Design adder_share_arbiter, sky130hd; sources not shown.
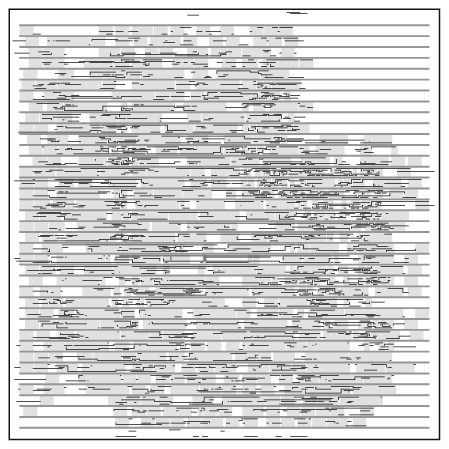
Fig. 1. Metal 1 (run 1).
Scale: 4 px per µm. Supply wires on this layer in gray.
The layer carries 4,820 µm of wire. 655 nets have wire on it.
M1 GR Usage: 27.9%
DR vias: 3,836
total detailed-routing wirelength: 13,400 µm

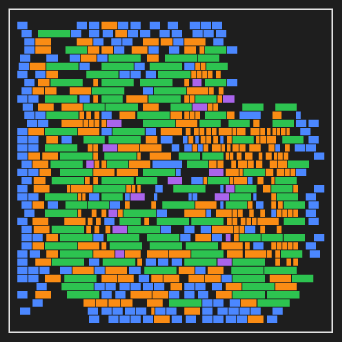
Fig. 2. Placement by cell class (run 1).
Scale: 3 px per µm.
Key: clock drivers and dummy loads = purple [cells 16, share of their area 2.5%]; registers = green [cells 108, share of their area 39%]; remaining buffers and delay cells = blue [cells 199, share of their area 26%]; remaining logic cells = orange [cells 253, share of their area 32%]
register share of the cell area: 37.8%
final cell area excluding filler cells: 7440 µm²
final core utilization: 72.1%

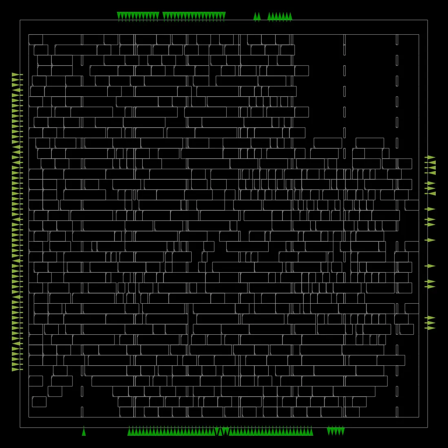
Fig. 3. Cell outlines without signal wires (run 1).
site row count: 37
flip-flops: 108
area of the core region: 10,300 µm²
number of well-tap cells placed: 136
fill count: 685

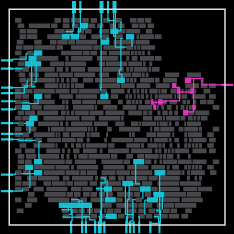
Fig. 4. Port wiring (run 1).
Scale: 2 px per µm.
Key: rst_n = magenta [bits 1, direction input, end cells 9, wire 76.9 µm]; req1_b = cyan [bits 32, direction input, end cells 32, wire 654 µm]
# IOs: 173
input/output buffers: 171

==> reports/qor.rpt, run 1 <==
========================================================================================
Status                                                                         completed
Highest net fanout along the worst path                                               10
Yosys Instances                                                                      387
Chip area line of the yosys report                                              5320 µm²
Clk network pwr share                                                              23.6%
Number of flops mapped to enable cells by yosys                                       65
Minimum period implied by the final worst setup slack                           17.37 ns
Clock Skew                                                                     0.0195 ns
Dominant delay contributor by cell family on the critical path              buffers and inverters
Antenna violation net count after detailed routing                                     0
Count of final hold-check violations                                                   0
CTS resizes                                                                            0
GR Util All Layers                                                                 24.2%
First-pass GRT wire length                                                     20,700 µm
Number of cells on the worst hold path                                                 2
Most common cell after layout, fill and taps aside                          sky130_fd_sc_hd__clkdlybuf4s50_1
Unrepaired setup endpoints after global routing                                    false
Worst setup slack after layout                                                  21.63 ns
Sum of net half-perimeters after detailed placement                            10,700 µm
Critical path depth in cells                                                           7
Area growth from synthesis to layout                                               39.8%
Pin count of the biggest net entering global routing                                  30
Sw Pwr                                                                           77.9 µW
Most numerous logic cells after layout                                      sky130_fd_sc_hd__clkdlybuf4s50_1 (171), sky130_fd_sc_hd__edfxtp_1 (65), sky130_fd_sc_hd__dfxtp_1 (43)
Mean cell area of the mapped netlist                                            13.8 µm²
CTS tree                                                                             yes
Max Clk Rate                                                                  0.0576 GHz
Internal                                                                          196 µW
Critical path endpoint category                                             primary output
Setup TNS after final layout                                                        0 ns
Maximum Capacitance Violations                                                         0
Total setup violations reported at the end of the flow                                 0
Worst hold slack after final layout                                             0.484 ns
Clk slew on worst S/H paths                                                      0.09 ns
Sequential fraction of the synthesis area                                          52.8%
Number of antenna violations at the first check in global routing                      0
Library cell occupying the most area in the post-synthesis netlist          sky130_fd_sc_hd__edfxtp_1
Fraction of layout cells with a size suffix above 1                                18.4%
GR Overflow Total                                                                      0
Measured slew at the worst slew-check pin                                       0.715 ns
Width of the die                                                                  107 µm
Number of warnings issued by yosys                                                     0
Vias in the first global route                                                     4,111
Drt drc                                                                                0
Part of the power in registers                                                     50.4%
Floorplan-stage core utilization                                                   51.6%
Most common flop cell mapped by yosys                                       sky130_fd_sc_hd__edfxtp_1
Part of the total power dissipated in combinational logic                          26.0%
Worst reg-to-reg path cell count                                                      36
Die ar.                                                                       11,500 µm²
Power density of the placed cells                                            36.7 nW/µm²
Average via count per standard cell                                                 5.39
Synth top area cells                                                        sky130_fd_sc_hd__edfxtp_1 (37%), sky130_fd_sc_hd__dfxtp_1 (16%), sky130_fd_sc_hd__fa_1 (12%), sky130_fd_sc_hd__mux2_4 (11%), sky130_fd_sc_hd__mux2_2 (5.5%)
Startpoint type of the worst setup path                                       input port
Worst-case register-to-register setup slack                                     25.45 ns
Cts hold-fix bufs                                                                      0
Synth Register Bits                                                                  108
Setup Crit Path Kind                                                        input port to primary output
Max-slew violation count                                                               0
Class of the worst hold path                                                flip-flop to flip-flop
Cells along the critical path                                               clkdlybuf4s50_1 -> nand2_1 -> nand4_1 -> buf_4 -> buf_6 -> inv_1 -> clkdlybuf4s50_1
Number of standard cells after synthesis                                             387
Static leakage                                                                0.00278 µW
Clock sinks                                                                          108
Arrival time of the worst setup path                                             9.57 ns
Number of search-and-repair iterations in the first detailed-routing pass              5
Cell at the slowest stage of the critical path                              sky130_fd_sc_hd__clkdlybuf4s50_1
Synth Cell Area                                                                 5320 µm²
Pre-CTS worst setup slack                                                       21.64 ns
Maximum level of the CTS H-tree                                                        3
Fraction of synthesized cell area taken by the top area cell type                  36.7%
Insertion Delay late pin                                                         0.38 ns
Worst IR drop on VDD                                                           0.0202 mV
Post-CTS setup repair buffer count                                                     0
First-iteration detailed-routing DRC count                                           171
Worst max-slew margin expressed relative to the limit                              52.1%
Sum of buffers and inverters on the critical path                                      5
Max Buffers Root-to-Sink                                                               2
Switching part of the total                                                        28.5%
Ratio of final minimum period to clock period                                      44.5%
Tally of OpenROAD warnings                                                            27
Cts bufs inserted                                                                      9
Proportion of synthesized flip-flops having asynchronous set or reset                 0%
========================================================================================
[run 1: synthesized netlist by cell type (5+ instances only)]
master	number
sky130_fd_sc_hd__a21oi_1	36
sky130_fd_sc_hd__buf_2	7
sky130_fd_sc_hd__buf_6	5
sky130_fd_sc_hd__clkbuf_1	7
sky130_fd_sc_hd__dfxtp_1	43
sky130_fd_sc_hd__edfxtp_1	65
sky130_fd_sc_hd__fa_1	32
sky130_fd_sc_hd__inv_1	16
sky130_fd_sc_hd__mux2_2	26
sky130_fd_sc_hd__mux2_4	39
sky130_fd_sc_hd__nand3_1	32
sky130_fd_sc_hd__nor2_1	5
sky130_fd_sc_hd__o21ai_0	34
[run 1: worst register-to-register path, delay by kind of cell, from the launching register on]
family                     cells  cell delay (ns)
buffers and inverters          3             0.20
DFF                            1             0.41
AOI/OAI and AO/OA              1             0.21
adders and majority gates     32            12.65
[run 1: power groups by stage]
stage	sequential, µW	clock (µW)	combinational, µW
5_1_grt	139	69.6	76.9
6_report	138	64.4	71.1
3_3_place_gp	140	0	65.2
3_5_place_dp	141	0	70.5
2_1_floorplan	141	0	34.4
4_1_cts	138	64.3	71.1
[run 1: cell type report]
| cell class | count | area, µm² |
|---|---|---|
| plain buffers | 26 | 163 |
| repair buffers | 173 | 1760 |
| clock buffers | 9 | 124 |
| flip-flops and latches | 108 | 2810 |
| multi-input cells | 237 | 2290 |
| clock inverters | 7 | 58.8 |
| well taps | 136 | 170 |
| inverters | 16 | 60.1 |
| fillers | 685 | 2880 |
[run 1: metrics by stage]
| stage | power [µW] | std cells | util, % |
|---|---|---|---|
| 6_report | 273 | 712 | 72.1 |
| 5_1_grt | 286 | 712 | 72.1 |
| 4_1_cts | 273 | 712 | 72.1 |
| 3_5_place_dp | 211 | 696 | 70.3 |
| 3_3_place_gp | 206 | 694 | 69.8 |
| 2_1_floorplan | 175 | 387 | - |
[run 1: cell families (layout without fill, tap and decap cells)]
group                      after synthesis  count (layout)  synth area share, %
AOI/OAI and AO/OA                       84              84                 8.58
adders and majority gates               34              34                 12.5
buffers and inverters                   42             231                 4.18
DFF                                    108             108                 52.8
muxes                                   65              65                 16.5
and+or+nand+nor                         54              54                 5.38
[run 1: metal layers]
metal,up-vias,global-route usage (%),routed length (µm)
li1,1776,-,-
met1,1849,27.9,4820
met2,176,44.3,7370
met3,35,4.07,806
met4,0,10.1,405
met5,-,0,0
==> run 2, diff against run 1 <==
--- a/config.mk
+++ b/config.mk
@@ -6,11 +6,11 @@
 export NUM_CORES = 1
 export LEC_CHECK = 0
 export CORE_MARGIN = 2
-export CORE_UTILIZATION = 50
+export CORE_UTILIZATION = 42
 export DETAILED_ROUTE_END_ITERATION = 8
 export GPL_ROUTABILITY_DRIVEN = 0
 export GPL_TIMING_DRIVEN = 0
-export PLACE_DENSITY = 0.95
+export PLACE_DENSITY = 0.87
 export SLEW_MARGIN = 20
 export SYNTH_ARGS = -nofsm -noshare
 export SYNTH_HDL_FRONTEND = slang
==> constraint.sdc (replaced) <==
create_clock -name clk -period 14.1 [get_ports clk]
set_input_delay 2.82 -clock clk [delete_from_list [all_inputs] [get_ports clk]]
set_output_delay 2.82 -clock clk [all_outputs]
set_load 0.01 [all_outputs]
==> run 2 against run 1 <==
Die size up 18%. Utilization down 11 points. Worst setup slack got worse by 21 ns. Critical path type is now flip-flop to flip-flop. Largest power group unchanged.
==> reports/qor.rpt, run 2 <==
========================================================================================
Startpoint type of the worst setup path                                        flip-flop
Drt drc                                                                                0
Sum of net half-perimeters after detailed placement                              9990 µm
First-iteration detailed-routing DRC count                                           183
Max-slew violation count                                                               0
Xor/xnor share of the synthesized area                                                0%
First-pass GRT wire length                                                     19,400 µm
Synth Register Bits                                                                  108
Status                                                                         completed
Total detailed-routing wirelength                                              12,800 µm
Floorplan-stage core utilization                                                   42.5%
Critical path endpoint category                                                flip-flop
Number of cells on the worst hold path                                                 2
Setup Crit Path Kind                                                        flip-flop to flip-flop
Tally of OpenROAD warnings                                                            27
Average via count per standard cell                                                 5.02
Clock Skew                                                                    0.00578 ns
GR Util All Layers                                                                 19.2%
Width of the die                                                                  117 µm
Setup TNS after final layout                                                        0 ns
Class of the worst hold path                                                flip-flop to flip-flop
Worst max-slew margin expressed relative to the limit                              53.9%
Synth top area cells                                                        sky130_fd_sc_hd__edfxtp_1 (37%), sky130_fd_sc_hd__dfxtp_1 (16%), sky130_fd_sc_hd__fa_1 (12%), sky130_fd_sc_hd__mux2_4 (11%), sky130_fd_sc_hd__mux2_2 (5.5%)
Worst reg-to-reg path cell count                                                      36
Static leakage                                                                0.00283 µW
Cts bufs inserted                                                                      9
Cell at the slowest stage of the critical path                              sky130_fd_sc_hd__fa_1
Max Clk Rate                                                                  0.0743 GHz
Unrepaired setup endpoints after global routing                                    false
Pin count of the biggest net entering global routing                                  32
Highest net fanout along the worst path                                                1
Library cell occupying the most area in the post-synthesis netlist          sky130_fd_sc_hd__edfxtp_1
Fraction of synthesized cell area taken by the top area cell type                  36.7%
DR vias                                                                            3,755
Worst-case register-to-register setup slack                                      0.64 ns
Number of flops mapped to enable cells by yosys                                       65
Most used standard cells in the synthesized netlist                         sky130_fd_sc_hd__edfxtp_1 (65), sky130_fd_sc_hd__dfxtp_1 (43), sky130_fd_sc_hd__mux2_4 (39)
Sequential fraction of the synthesis area                                          52.8%
Maximum Capacitance Violations                                                         0
Worst IR drop on VDD                                                           0.0627 mV
Arrival time of the worst setup path                                            13.72 ns
Area of the core region                                                       12,500 µm²
Count of final hold-check violations                                                   0
Critical path depth in cells                                                          36
Ratio of final minimum period to clock period                                      95.5%
Most common cell after layout, fill and taps aside                          sky130_fd_sc_hd__clkdlybuf4s50_1
Dominant delay contributor by cell family on the critical path               adder cells
Die ar.                                                                       13,600 µm²
Minimum period implied by the final worst setup slack                           13.46 ns
GR Overflow Total                                                                      0
Number of search-and-repair iterations in the first detailed-routing pass              4
Mean cell area of the mapped netlist                                            13.8 µm²
Mux share of post-synthesis cell area                                              16.5%
Fraction of layout cells with a size suffix above 1                                18.4%
And+or+nand+nor area frac                                                          5.38%
Final core utilization                                                             60.6%
CTS tree                                                                             yes
Adder-cell area share of the yosys netlist                                         12.5%
Most numerous cell in the Yosys netlist                                     sky130_fd_sc_hd__edfxtp_1
Area growth from synthesis to layout                                               42.6%
Number of antenna violations at the first check in global routing                      0
Synth Cell Area                                                                 5320 µm²
# IOs                                                                                173
Total setup violations reported at the end of the flow                                 0
Input/output buffers                                                                 171
Most common flop cell mapped by yosys                                       sky130_fd_sc_hd__edfxtp_1
Number of standard cells after synthesis                                             387
========================================================================================
-- run 2: cell type report --
class                   count  area [µm²]
clock buffers              13         274
multi-input cells         237        2290
repair buffers            173        1750
clock inverters             3        18.8
plain buffers              26         163
fillers                   981        4930
flip-flops and latches    108        2810
inverters                  16        60.1
well taps                 172         215
-- run 2: worst min-delay path, stage by stage, from the launching register on --
cell and delay, ns:
sky130_fd_sc_hd__dfxtp_1 0.31, sky130_fd_sc_hd__o21ai_0 0.07, sky130_fd_sc_hd__a21oi_1 0.06
-- run 2: metal layers --
metal	part of all wire (%)	GRT usage [%]	vias to the layer above	wire, µm
met4	2.4	8.08	0	308
met3	5.3	4.00	27	672
li1	-	-	1776	-
met2	53	34.6	128	6810
met1	39	22.2	1824	4980
met5	0	0	-	0
-- run 2: cell families after synthesis --
group / Yosys count
DFF: 108
AOI/OAI and AO/OA: 84
muxes: 65
and+or+nand+nor: 54
buffers and inverters: 42
adders and majority gates: 34
-- run 2: where the power goes --
group / total, µW / switching [µW] / leakage (µW) / internal (µW)
combinational: 192 / 85.5 / 0.00172 / 107
sequential: 381 / 14.9 / 0.000964 / 366
clock: 244 / 107 / 0.000151 / 137
total: 816 / 207 / 0.00283 / 609
-- run 2: per-stage QoR --
stage / hold slack (ns) / power, µW / setup slack [ns] / instance area [µm²] / instances
2_1_floorplan: 0.443 / 485 / 1.36 / 5320 / 387
3_3_place_gp: 0.461 / 570 / 0.830 / 7250 / 730
3_5_place_dp: 0.469 / 579 / 0.630 / 7300 / 732
4_1_cts: 0.479 / 822 / 0.557 / 7590 / 748
5_1_grt: 0.507 / 854 / 0.149 / 7590 / 748
6_report: 0.481 / 816 / 0.639 / 7590 / 748
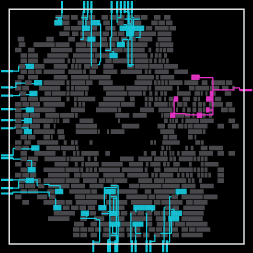
Fig. 5. Port wiring (run 2).
Scale: 2 px per µm.
Key: req1_b = cyan [bits 32, direction input, end cells 32, wire 651 µm]; rst_n = magenta [bits 1, direction input, end cells 9, wire 78.3 µm]

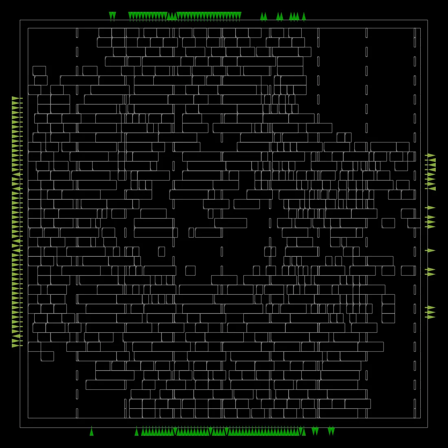
Fig. 6. Cell outlines without signal wires (run 2).
site row count: 41
register share of the cell area: 37.1%
fill count: 981

Power and IR drop assume default switching activity.
